==> src/rtl/uart_pkg.sv <==
// Shared UART definitions: receiver/transmitter state encoding and frame width.
package uart_pkg;

    localparam int DATA_BITS = 8;

    typedef enum logic [2:0] {
        SYNC_IDLE,
        IDLE,
        START,
        DATA,
        PARITY,
        STOP
    } state_t;

endpackage

==> src/rtl/uart_rx_sync.sv <==
// Two-flop synchronizer for the asynchronous serial line; resets to the idle (high) level.
module uart_rx_sync (
    input  logic clk_fpga,
    input  logic rst,
    input  logic d,
    output logic q
);

    logic meta;

    always_ff @(posedge clk_fpga) begin
        if (rst) begin
            meta <= 1'b1;
            q    <= 1'b1;
        end else begin
            meta <= d;
            q    <= meta;
        end
    end

endmodule

==> src/rtl/uart_rx.sv <==
// 8N1 UART receiver with internal clocks-per-bit timing.
// Define UART_RX_PARITY_EN for 8E1 frames with a parity_err output.
module uart_rx
    import uart_pkg::*;
#(
    parameter int CLK_DIV   = 434,
    parameter int IDLE_BITS = 10
) (
    input  logic                 clk_fpga,
    input  logic                 rst,
    input  logic                 rx,
    output logic [DATA_BITS-1:0] data,
    output logic                 valid,
    output logic                 frame_err,
`ifdef UART_RX_PARITY_EN
    output logic                 parity_err,
`endif
    output logic                 busy
);

    localparam int PH_W        = $clog2(CLK_DIV);
    localparam int IDLE_CYCLES = IDLE_BITS * CLK_DIV;
    localparam int IDLE_W      = $clog2(IDLE_CYCLES + 1);
    localparam int IDX_W       = $clog2(DATA_BITS);

    localparam logic [PH_W-1:0]   PH_LAST   = PH_W'(CLK_DIV - 1);
    localparam logic [PH_W-1:0]   PH_HALF   = PH_W'(CLK_DIV / 2 - 1);
    localparam logic [IDLE_W-1:0] IDLE_LAST = IDLE_W'(IDLE_CYCLES - 1);
    localparam logic [IDX_W-1:0]  IDX_LAST  = IDX_W'(DATA_BITS - 1);

    logic                 rx_s;
    logic                 rx_prev;
    state_t               state;
    logic [PH_W-1:0]      phase;
    logic [IDLE_W-1:0]    idle_cnt;
    logic [IDX_W-1:0]     bit_idx;
    logic [DATA_BITS-1:0] shift;
`ifdef UART_RX_PARITY_EN
    logic                 par_bit;
`endif

    uart_rx_sync u_sync (
        .clk_fpga (clk_fpga),
        .rst      (rst),
        .d        (rx),
        .q        (rx_s)
    );

    // Start is a falling edge, so a line still low after a framing error cannot retrigger.
    always_ff @(posedge clk_fpga) begin
        if (rst) begin
            state     <= SYNC_IDLE;
            phase     <= '0;
            idle_cnt  <= '0;
            bit_idx   <= '0;
            shift     <= '0;
            rx_prev   <= 1'b1;
            data      <= '0;
            valid     <= 1'b0;
            frame_err <= 1'b0;
            busy      <= 1'b0;
`ifdef UART_RX_PARITY_EN
            par_bit    <= 1'b0;
            parity_err <= 1'b0;
`endif
        end else begin
            valid     <= 1'b0;
            frame_err <= 1'b0;
            rx_prev   <= rx_s;
`ifdef UART_RX_PARITY_EN
            parity_err <= 1'b0;
`endif
            case (state)
                SYNC_IDLE: begin
                    if (!rx_s) begin
                        idle_cnt <= '0;
                    end else if (idle_cnt == IDLE_LAST) begin
                        idle_cnt <= '0;
                        state    <= IDLE;
                    end else begin
                        idle_cnt <= idle_cnt + IDLE_W'(1);
                    end
                end
                IDLE: begin
                    if (rx_prev && !rx_s) begin
                        state   <= START;
                        phase   <= '0;
                        bit_idx <= '0;
                        busy    <= 1'b1;
                    end
                end
                START: begin
                    if (phase == PH_HALF) begin
                        phase <= '0;
                        if (rx_s) begin
                            state <= IDLE;
                            busy  <= 1'b0;
                        end else begin
                            state <= DATA;
                        end
                    end else begin
                        phase <= phase + PH_W'(1);
                    end
                end
                DATA: begin
                    if (phase == PH_LAST) begin
                        phase          <= '0;
                        shift[bit_idx] <= rx_s;
                        if (bit_idx == IDX_LAST) begin
`ifdef UART_RX_PARITY_EN
                            state <= PARITY;
`else
                            state <= STOP;
`endif
                        end else begin
                            bit_idx <= bit_idx + IDX_W'(1);
                        end
                    end else begin
                        phase <= phase + PH_W'(1);
                    end
                end
`ifdef UART_RX_PARITY_EN
                PARITY: begin
                    if (phase == PH_LAST) begin
                        phase   <= '0;
                        par_bit <= rx_s;
                        state   <= STOP;
                    end else begin
                        phase <= phase + PH_W'(1);
                    end
                end
`endif
                // Framing error outranks parity error; only a clean frame updates data.
                STOP: begin
                    if (phase == PH_LAST) begin
                        phase <= '0;
                        state <= IDLE;
                        busy  <= 1'b0;
                        if (!rx_s) begin
                            frame_err <= 1'b1;
`ifdef UART_RX_PARITY_EN
                        end else if ((^shift) != par_bit) begin
                            parity_err <= 1'b1;
`endif
                        end else begin
                            data  <= shift;
                            valid <= 1'b1;
                        end
                    end else begin
                        phase <= phase + PH_W'(1);
                    end
                end
                default: begin
                    state <= SYNC_IDLE;
                    busy  <= 1'b0;
                end
            endcase
        end
    end

endmodule

==> config.mk <==
export PLATFORM = sky130hd
export DESIGN_NAME = uart_rx
export DESIGN_NICKNAME = d
export VERILOG_FILES = /design/src/rtl/uart_pkg.sv /design/src/rtl/uart_rx_sync.sv /design/src/rtl/uart_rx.sv
export SDC_FILE = /design/constraint.sdc
export NUM_CORES = 1
export LEC_CHECK = 0
export ABC_AREA = 1
export CAP_MARGIN = 20
export CORE_UTILIZATION = 39
export CTS_CLUSTER_DIAMETER = 60
export DETAILED_ROUTE_END_ITERATION = 8
export MAX_ROUTING_LAYER = met4
export PLACE_DENSITY = 0.6
export RECOVER_POWER = 50
export SETUP_SLACK_MARGIN = 0.15
export SYNTH_ARGS = -nofsm -noshare
export SYNTH_HDL_FRONTEND = slang
export SYNTH_SLANG_ARGS = --single-unit
==> constraint.sdc <==
create_clock -name clk_fpga -period 2.7 [get_ports clk_fpga]
set_input_delay 0.54 -clock clk_fpga [delete_from_list [all_inputs] [get_ports clk_fpga]]
set_output_delay 0.54 -clock clk_fpga [all_outputs]
set_load 0.1 [all_outputs]
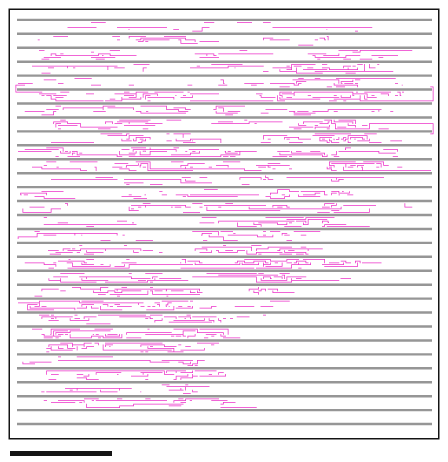
*Metal 1*
Bar = 20 um. Supply wires on this layer in grey.
share of all routed wire	51%
nets with wire on the layer	385
met1 Usage GRT: 21.28%
WL final: 5.283 mm
vias: 2318

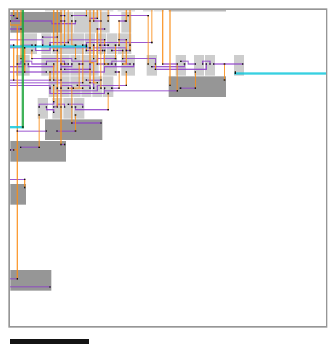
*Layout detail*
Bar = 10 um. Window x 43 to 83, y 1 to 41 um. Cells in grey, sequential cells in the stronger grey; small squares are vias.
layer	colour
metal 1	purple
metal 4	green
metal 3	cyan
metal 2	orange
cells with their middle in the window	38
most frequent	nand2_1 (11), nor2_1 (9), dfxtp_1 (5)
sequential cells in the window	5
netlist names of flops here include	`state` (3)

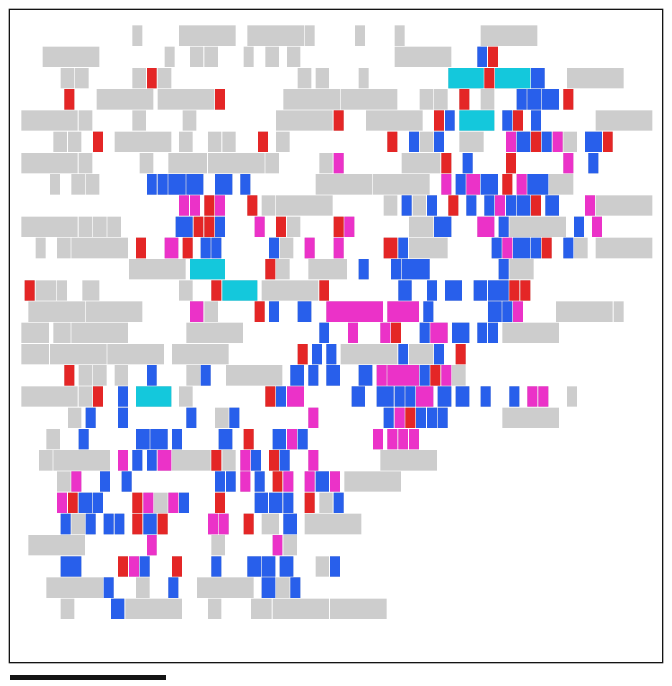
*Gate-type map*
Bar = 20 um.
family	colour	cells	most used
NAND gates	blue	134	nand2_1
inverters	red	58	inv_1
adder and majority cells	cyan	6	ha_1
NOR gates	magenta	58	nor2_1

==> notes.md <==
yosys + openroad results -> IO Port Bufs=13, GP Congestion=0.8496, CP bufs+invs=1, first-pass GRT wire length=9.177 mm, r2r endpoint=data[6]$_SDFFE_PP0P_, Hold EP=u_sync.q$_SDFF_PP1_, crit path launch type=flop, post-synthesis sequential area ratio=38.61%, Area after DPL=between 0.002 and 0.003 mm2, setup ws final=0.6485 ns, status=finished clean, Yosys top cell area share=between 30 and 40%, Post-CTS Resized=0, Max Slew Vio Count=0, syn_nets=about 400, routed wl met3=187 um, clk buf depth=2, drt drc=0, Die Height=83.53 um, Pwr per Cell Area=439.8 mW/mm2, Fin Clk Skew=0.009727 ns, cts bufs inserted=5, Final Total Pwr=around 1.2 mW, Area growth syn-to-layout=7.481%, area leader, netlist=dfxtp_1, vias in the first global route=2085, setup total negative slack=0 ns, Place WS=0.9613 ns, DR WL/cell=11.05 um, Largest Register=idle_cnt, Final min period=2.051 ns, max_cap viols=0, initial antenna violation count=0, Post-CTS Setup Bufs=0, fillers=691, H-Tree Depth=2, standard-cell row count=29, clk_lat worst skew=0.31 ns
## report_power, final
part	total, mW	switching, mW	internal (mW)
Clock	0.440	0.260	0.180
Sequential	0.748	0.00545	0.742
Combinational	0.0378	0.0251	0.0127
## final cells by class
type / count / area share (%)
Multi-Input combinational cell: 271 / 47.19
Clock inverter: 2 / 0.4939
Timing Repair Buffer: 15 / 2.604
Inverter: 58 / 7.858
Sequential cell: 50 / 35.92
Clock buffer: 5 / 2.470
Tap cell: 77 / 3.458
## kinds of logic (layout without fill, tap and decap cells)
logic type	after synthesis	in the layout	share of synthesized area [%]
xor+xnor	4	4	1.351
buf+inv	65	80	10.09
compound gates	66	66	12.84
fa+ha+maj	6	6	2.896
simple gates	195	195	34.22
flops	50	50	38.61
Power and IR drop assume default switching activity.
